Figure 1. M1 wires (run 1).
The bar under the picture is 50 um long. Cells faint in the background.
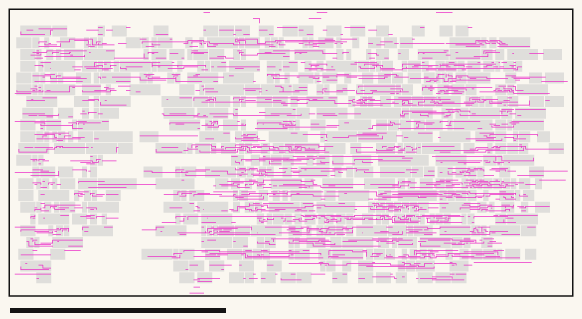
Figure 2. Signal wires on met2 (run 1).
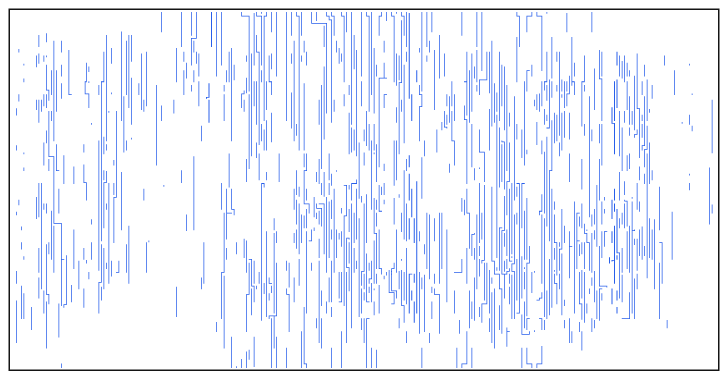
Figure 3. M3 wires (run 1).
The bar under the picture is 50 um long.
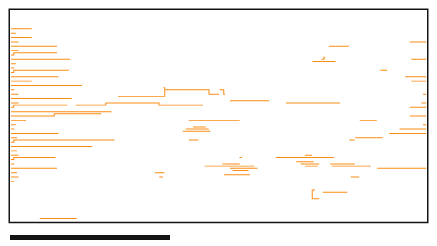
Figure 4. Clock nets (run 1).
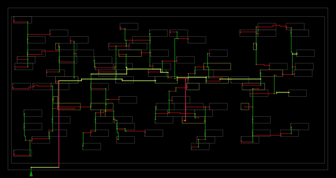
===== src/rtl/npu_cfg_loader.sv =====
// Streams a block of configuration words from a synchronous ROM into the NPU
// config FIFO, one word every three cycles, stalling while the FIFO is full.
module npu_cfg_loader #(
    parameter int ADDR_W = 10,
    parameter int DATA_W = 32
) (
    input  logic              CLK,
    input  logic              RST,
    input  logic              start,
    input  logic [ADDR_W-1:0] cfg_base,
    input  logic [ADDR_W-1:0] cfg_len,
    output logic [ADDR_W-1:0] rom_addr,
    input  logic [DATA_W-1:0] rom_data,
    output logic [DATA_W-1:0] npu_config_data,
    output logic              npu_config_fifo_write_enable,
    input  logic              npu_config_fifo_full,
    output logic              busy,
    output logic              done,
    output logic [ADDR_W-1:0] words_written,
    output logic [2:0]        dbg_state_o
);

    localparam logic [2:0] IDLE  = 3'd0;
    localparam logic [2:0] FETCH = 3'd1;
    localparam logic [2:0] LATCH = 3'd2;
    localparam logic [2:0] WRITE = 3'd3;
    localparam logic [2:0] DONE  = 3'd4;

    logic [2:0]        state_q, state_d;
    logic [ADDR_W-1:0] idx_q, idx_d;
    logic [ADDR_W-1:0] remaining_q, remaining_d;
    logic [ADDR_W-1:0] rom_addr_q, rom_addr_d;
    logic [DATA_W-1:0] data_q, data_d;
    logic [ADDR_W-1:0] words_q, words_d;

    // FIFO handshake: write_enable is the valid, !full is the ready; a word
    // transfers on any edge where write_enable is high, and write_enable only
    // rises in WRITE, so it already implies ready.
    assign npu_config_fifo_write_enable = (state_q == WRITE) && !npu_config_fifo_full;

    assign busy            = (state_q == FETCH) || (state_q == LATCH) || (state_q == WRITE);
    assign done            = (state_q == DONE);
    assign rom_addr        = rom_addr_q;
    assign npu_config_data = data_q;
    assign words_written   = words_q;
    assign dbg_state_o     = state_q;

    always_comb begin
        state_d     = state_q;
        idx_d       = idx_q;
        remaining_d = remaining_q;
        rom_addr_d  = rom_addr_q;
        data_d      = data_q;
        words_d     = words_q;
        case (state_q)
            IDLE: begin
                if (start) begin
                    idx_d       = cfg_base;
                    remaining_d = cfg_len;
                    words_d     = '0;
                    state_d     = (cfg_len == '0) ? DONE : FETCH;
                end
            end
            FETCH: begin
                rom_addr_d = idx_q;
                state_d    = LATCH;
            end
            LATCH: begin
                // ROM data for the address launched in FETCH is valid now.
                data_d  = rom_data;
                state_d = WRITE;
            end
            WRITE: begin
                if (!npu_config_fifo_full) begin
                    idx_d       = idx_q + ADDR_W'(1);
                    remaining_d = remaining_q - ADDR_W'(1);
                    words_d     = words_q + ADDR_W'(1);
                    state_d     = (remaining_q == ADDR_W'(1)) ? DONE : FETCH;
                end
            end
            DONE: begin
                state_d = IDLE;
            end
            default: begin
                state_d = IDLE;
            end
        endcase
    end

    always_ff @(posedge CLK) begin
        if (RST) begin
            state_q     <= IDLE;
            idx_q       <= '0;
            remaining_q <= '0;
            rom_addr_q  <= '0;
            data_q      <= '0;
            words_q     <= '0;
        end else begin
            state_q     <= state_d;
            idx_q       <= idx_d;
            remaining_q <= remaining_d;
            rom_addr_q  <= rom_addr_d;
            data_q      <= data_d;
            words_q     <= words_d;
        end
    end

endmodule


===== config.mk =====
export PLATFORM = sky130hd
export DESIGN_NAME = npu_cfg_loader
export DESIGN_NICKNAME = d
export VERILOG_FILES = /design/src/rtl/npu_cfg_loader.sv
export SDC_FILE = /design/constraint.sdc
export NUM_CORES = 1
export LEC_CHECK = 0
export CAP_MARGIN = 20
export CORE_ASPECT_RATIO = 0.5
export CORE_UTILIZATION = 41
export DETAILED_ROUTE_END_ITERATION = 8
export PLACE_DENSITY_LB_ADDON = 0.3
export SLEW_MARGIN = 40
export SYNTH_ARGS = -nofsm -noshare
export SYNTH_HDL_FRONTEND = slang
export SYNTH_SLANG_ARGS = --single-unit

===== constraint.sdc =====
create_clock -name CLK -period 2.1 [get_ports CLK]
set_clock_uncertainty 0.15 [all_clocks]
set_input_delay 0.63 -clock CLK [delete_from_list [all_inputs] [get_ports CLK]]
set_output_delay 0.63 -clock CLK [all_outputs]
set_load 0.02 [all_outputs]

==> metrics.csv, run 1 <==
stage,metric,value,unit
pwr,total power,3960,uW
floorplan,area of the core,7620,sq um
cells_and_area,FF/Latch Area,1500,sq um
route,DRC Markers,0,
floorplan,Die ar.,8590,sq um
cells_and_area,clk cell area share,5.63,%
final_timing,Fin Setup TNS,0,ns
pwr,VDD IR-drop max,0.480,mV
clocking,clock slew at reported path FFs,0.06,ns
critical_path,CP startpoint,cfg_len[0],
clocking,hold_buf cts,0,
route,average vias per placed instance,5.25,
pwr,Sw Pwr,1070,uW
final_timing,RSZ-0062 raised after global routing,yes,
synth,Commonest flop,dfxtp_1,
cells_and_area,nets@finish,616,
synth,Commonest cells post-synth,"nand2_1 (81), dfxtp_1 (75), a21oi_1 (58)",
synth,Post-synth EDFFs,0,
final_timing,final hold violations,0,
route,detailed route wirelength on metal3,711,um
clocking,Root Driver,clkbuf_16,
critical_path,WP buf/inv,1,
synth,Simple-Gate Area Share,25.1,%
route,WL met1,4050,um
cells_and_area,Comb area,1780,sq um
route,Max Used Layer,met4,
critical_path,delay of the slowest critical-path stage,0.44,ns
pwr,share of power burned in registers,40.2,%
critical_path,FF-to-FF End,idx_q[0]$_SDFFE_PP0P_,
pwr,Leakage Power,0.00210,uW
cells_and_area,top cell category,combinational gates,
final_timing,Slew Limit Fails,0,
synth,Yosys Instances,423,
pwr,Biggest consumer,registers,
hold_path,hold path start,npu_config_data[20]$_SDFFE_PP0P_,
synth,Synth area leader,dfxtp_1,
place,Placed Cells,650,
grt,All-Layer GR Usage,21.9,%
critical_path,worst r2r src,dbg_state_o[0]$_SDFFE_PP0P_,
floorplan,die x size,130,um
cells_and_area,Plain + repair buffers,152,
synth,sequential area share after synthesis,44.6,%
hold_path,Worst Hold Class,reg -> reg,
cells_and_area,share of cells above drive strength 1,13.4,%
critical_path,startpoint type of the worst setup path,input port,
floorplan,cell row count,22,
cells_and_area,# diodes,0,
cells_and_area,"Design Area, Final",5240,sq um
synth,post-synthesis adder-cell area fraction,1.49,%
run,tool warnings,29,
final_timing,Final Critical Period,2.06,ns
cells_and_area,most frequent cells in the layout,"clkdlybuf4s50_1 (89), nand2_1 (81), dfxtp_1 (74), a21oi_1 (57), buf_4 (32)",
clocking,H-tree depth,3,
grt,vias in the first global route,3235,
run,Max-Cap Viols,0,
synth,warnings from Yosys,0,
synth,Yosys reg bits,75,
place,dpl hpwl,6060,um
clocking,Resized cells post-CTS,24,
route,Avg WL per Cell,13.8,um
cells_and_area,mi-comb count,311,
clocking,setup repair bufs after CTS,0,
critical_path,CP Cell Sequence,"clkdlybuf4s50_1, nor4_2, nand3_1, or3_1, a211oi_2",
final_timing,Hold WS,0.301,ns
final_timing,post-route worst setup slack,0.0409,ns
synth,Synth logic family,simple AND/OR/NAND/NOR gates,
hold_path,end of the worst hold path,npu_config_data[20]$_SDFFE_PP0P_,
clocking,CTS Buf Count,9,
synth,post-synthesis cell count,423,
clocking,CTS tree,yes,
outcome,run status,"complete, no violations",
synth,Post-Synth XOR/XNOR Area,0.781,%
grt,gr busiest metal,met2,
synth,Yosys Chip Area,3360,sq um
cells_and_area,Non-clk invs,7,
route,drt first-iter violations,194,
place,dpl cell area,4820,sq um
grt,remaining global-route overflow,0,
cells_and_area,post-route insts no fill,669,
cells_and_area,Seq area share,28.7,%
critical_path,Reg2Reg Depth,7,
cells_and_area,# fillers,629,
floorplan,DIE HEIGHT,66.1,um
cells_and_area,NonClk Buf Share,28.7,%
final_timing,Achievable Freq,486,MHz
pwr,Internal,2900,uW
floorplan,Tapcell Cnt,108,
pwr,sw frac,26.9,%
final_timing,Worst Tran Pin Value,0.632,ns
place,Setup WS pre-CTS,-0.518,ns
critical_path,CP arrival,2.15,ns
pwr,Power Dens Cells,756,nW/um^2
route,post-route ant nets,0,
cells_and_area,post-layout util,68.8,%
critical_path,Crit Path Max Fanout,2,
synth,syn_nets,483,
grt,first-pass GRT wire length,14700,um
synth,synthesized area per cell,7.95,sq um
synth,"FFs w/ async S/R, synth",0,%
cells_and_area,Synth-to-Final Area Change,55.8,%
synth,Max-area cell share,44.6,%
pwr,Comb power frac,21.6,%
critical_path,WP depth,5,
critical_path,family with the most delay on the worst path,simple AND/OR/NAND/NOR gates,
cells_and_area,max reg flops,32,
final_timing,final setup fails,0,
critical_path,worst endpoint required time,2.19,ns
synth,Post-Syn Area,3360,sq um
grt,largest net degree at the start of global routing,38,
place,gpl congestion,0.849,
pwr,Clk pwr share,38.2,%
synth,Synth area leaders,"dfxtp_1 (45%), nand2_1 (9.0%), a21oi_1 (8.6%), nor2_1 (3.5%), mux2i_1 (3.0%)",
critical_path,Worst setup endpoint,dbg_state_o[2]$_SDFFE_PP0P_,
floorplan,fp util,44.1,%
critical_path,Critical Path End Type,register,
critical_path,Slowest cell on crit path,clkdlybuf4s50_1,
final_timing,Slew headroom,57.5,%
grt,initial antenna violation count,0,
synth,"AND-OR/OR-AND Cells, Area Fraction",20.4,%
clocking,Max Root-Sink Buffers,2,
synth,Distinct lib cells used,46,
route,wire length on met2,4440,um
hold_path,hold path cells,2,
place,I/O Buffers,113,
cells_and_area,most frequent logic cell in the layout,clkdlybuf4s50_1,
critical_path,R2R Setup Slk,0.10,ns
cells_and_area,Comb area share,33.9,%
critical_path,WS Path Type,in -> reg,
pwr,Logic power comb,855,uW
pwr,P_seq,1590,uW
synth,Yosys top cell by instances,nand2_1,
final_timing,fin crit share,98.1,%
route,first-pass detailed-route iteration total,5,
synth,Mux area share,2.98,%
floorplan,num ports,114,
Back to the opening pictures, Figure 1:
main direction	horizontal
wire length on this layer	4050 um
Post-Route WL: 9250 um
grt met1 use: 25.8%

Back to the opening pictures, Figure 2:
longest straight run	29.2 um
main direction	vertical
wire length on this layer	4440 um
Vias: 3510
GR Util met2: 37.5%

Back to the opening pictures, Figure 3:
longest straight run	31.3 um
nets with wire on the layer	72
met3 Track Usage GR: 8.33%

Back to the opening pictures, Figure 4:
CTS sink cnt: 75
worst skew pair latency: 0.32 ns
# clk buffers: 12
sequential cell count: 75
Clk power: 1510 uW

==> run 1 -> run 2 <==
CORE_UTILIZATION = 49   (was 41)
PLACE_DENSITY = 0.93   (was not set)
PLACE_DENSITY_LB_ADDON = not set   (was 0.3)
SKIP_LAST_GASP = 1   (was not set)
clock period = 2.4 ns   (was 2.1 ns; I/O delays follow)
Figure 5. The metal 4 layer (run 2).
The bar under the picture is 20 um long.
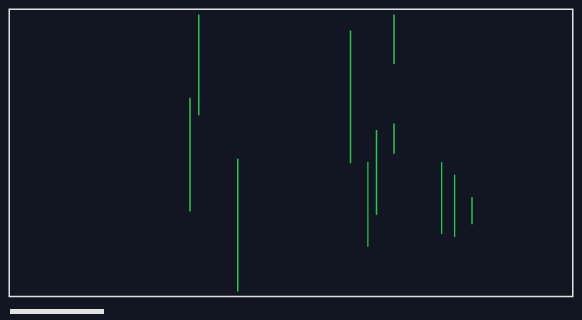
share of all routed wire	1.9%
wire length on this layer	186 um
main direction	vertical
nets with wire on the layer	10
Vias: 3601
Post-Route WL: 9850 um

Figure 6. M1 wires (run 2).
The bar under the picture is 20 um long. Cells faint in the background.
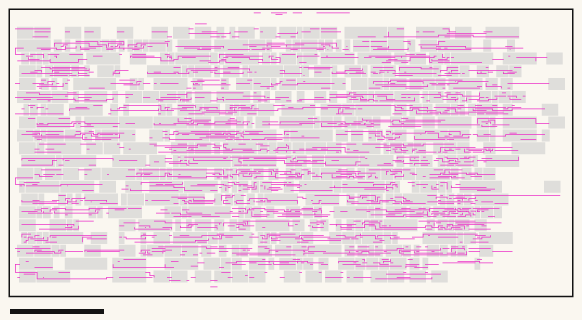
nets with wire on the layer	539
longest straight run	23.5 um
share of all routed wire	41%
wire length on this layer	4050 um
main direction	horizontal
grt met1 use: 31.2%

Figure 7. Signal wires on met2 (run 2).
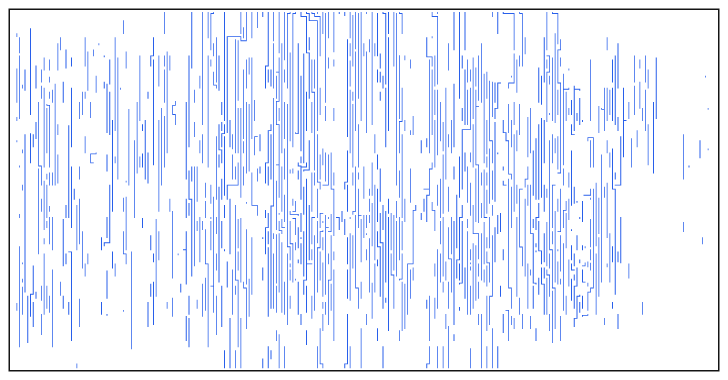
longest straight run	28.9 um
nets with wire on the layer	513
main direction	vertical
share of all routed wire	48%
wire length on this layer	4740 um
GR Util met2: 48.3%

==> metrics.csv, run 2 <==
stage,metric,value,unit
synth,Max-area cell share,44.6,%
critical_path,worst r2r src,dbg_state_o[0]$_SDFFE_PP0P_,
synth,Post-Synth XOR/XNOR Area,0.781,%
cells_and_area,most frequent logic cell in the layout,clkdlybuf4s50_1,
cells_and_area,mi-comb count,310,
critical_path,FF-to-FF End,words_written[8]$_SDFFE_PP0P_,
clocking,CTS Buf Count,9,
synth,syn_nets,483,
cells_and_area,NonClk Buf Share,26.6,%
place,gpl congestion,0.854,
synth,Commonest cells post-synth,"nand2_1 (81), dfxtp_1 (75), a21oi_1 (58)",
cells_and_area,share of cells above drive strength 1,9.91,%
hold_path,hold path start,npu_config_data[24]$_SDFFE_PP0P_,
pwr,Comb power frac,20.7,%
final_timing,post-route worst setup slack,0.0226,ns
hold_path,end of the worst hold path,npu_config_data[24]$_SDFFE_PP0P_,
synth,Distinct lib cells used,46,
critical_path,startpoint type of the worst setup path,input port,
synth,Commonest flop,dfxtp_1,
grt,initial antenna violation count,0,
floorplan,Die ar.,7220,sq um
final_timing,Slew Limit Fails,0,
grt,vias in the first global route,3345,
clocking,H-tree depth,3,
cells_and_area,post-layout util,78.5,%
clocking,Max Root-Sink Buffers,2,
cells_and_area,# clk buffers,12,
critical_path,family with the most delay on the worst path,buffers and inverters,
route,average vias per placed instance,5.69,
cells_and_area,Comb area,1740,sq um
pwr,Clk pwr share,37.3,%
synth,Simple-Gate Area Share,25.1,%
cells_and_area,Non-clk invs,7,
critical_path,CP arrival,1.51,ns
synth,warnings from Yosys,0,
run,Max-Cap Viols,0,
floorplan,cell row count,20,
critical_path,WP depth,3,
route,WL met1,4050,um
cells_and_area,Synth-to-Final Area Change,47.8,%
place,dpl cell area,4690,sq um
cells_and_area,Seq area share,30.2,%
critical_path,Worst setup endpoint,npu_config_fifo_write_enable,
route,DRC Markers,0,
pwr,Sw Pwr,949,uW
critical_path,WS Path Type,in -> out,
route,post-route ant nets,0,
pwr,sw frac,28.5,%
clocking,CTS tree,yes,
final_timing,final setup fails,0,
floorplan,num ports,114,
cells_and_area,FF/Latch Area,1500,sq um
grt,first-pass GRT wire length,15400,um
synth,synthesized area per cell,7.95,sq um
clocking,Root Driver,clkbuf_16,
cells_and_area,post-route insts no fill,633,
final_timing,Slew headroom,69.2,%
clocking,worst skew pair latency,0.34,ns
final_timing,Fin Setup TNS,0,ns
cells_and_area,nets@finish,600,
critical_path,Critical Path End Type,primary output,
clocking,hold_buf cts,0,
final_timing,RSZ-0062 raised after global routing,yes,
floorplan,DIE HEIGHT,60.6,um
outcome,run status,"complete, no violations",
hold_path,Worst Hold Class,reg -> reg,
critical_path,worst endpoint required time,1.53,ns
floorplan,fp util,53.1,%
synth,Yosys reg bits,75,
cells_and_area,clk cell area share,5.49,%
Power and IR drop assume default switching activity.
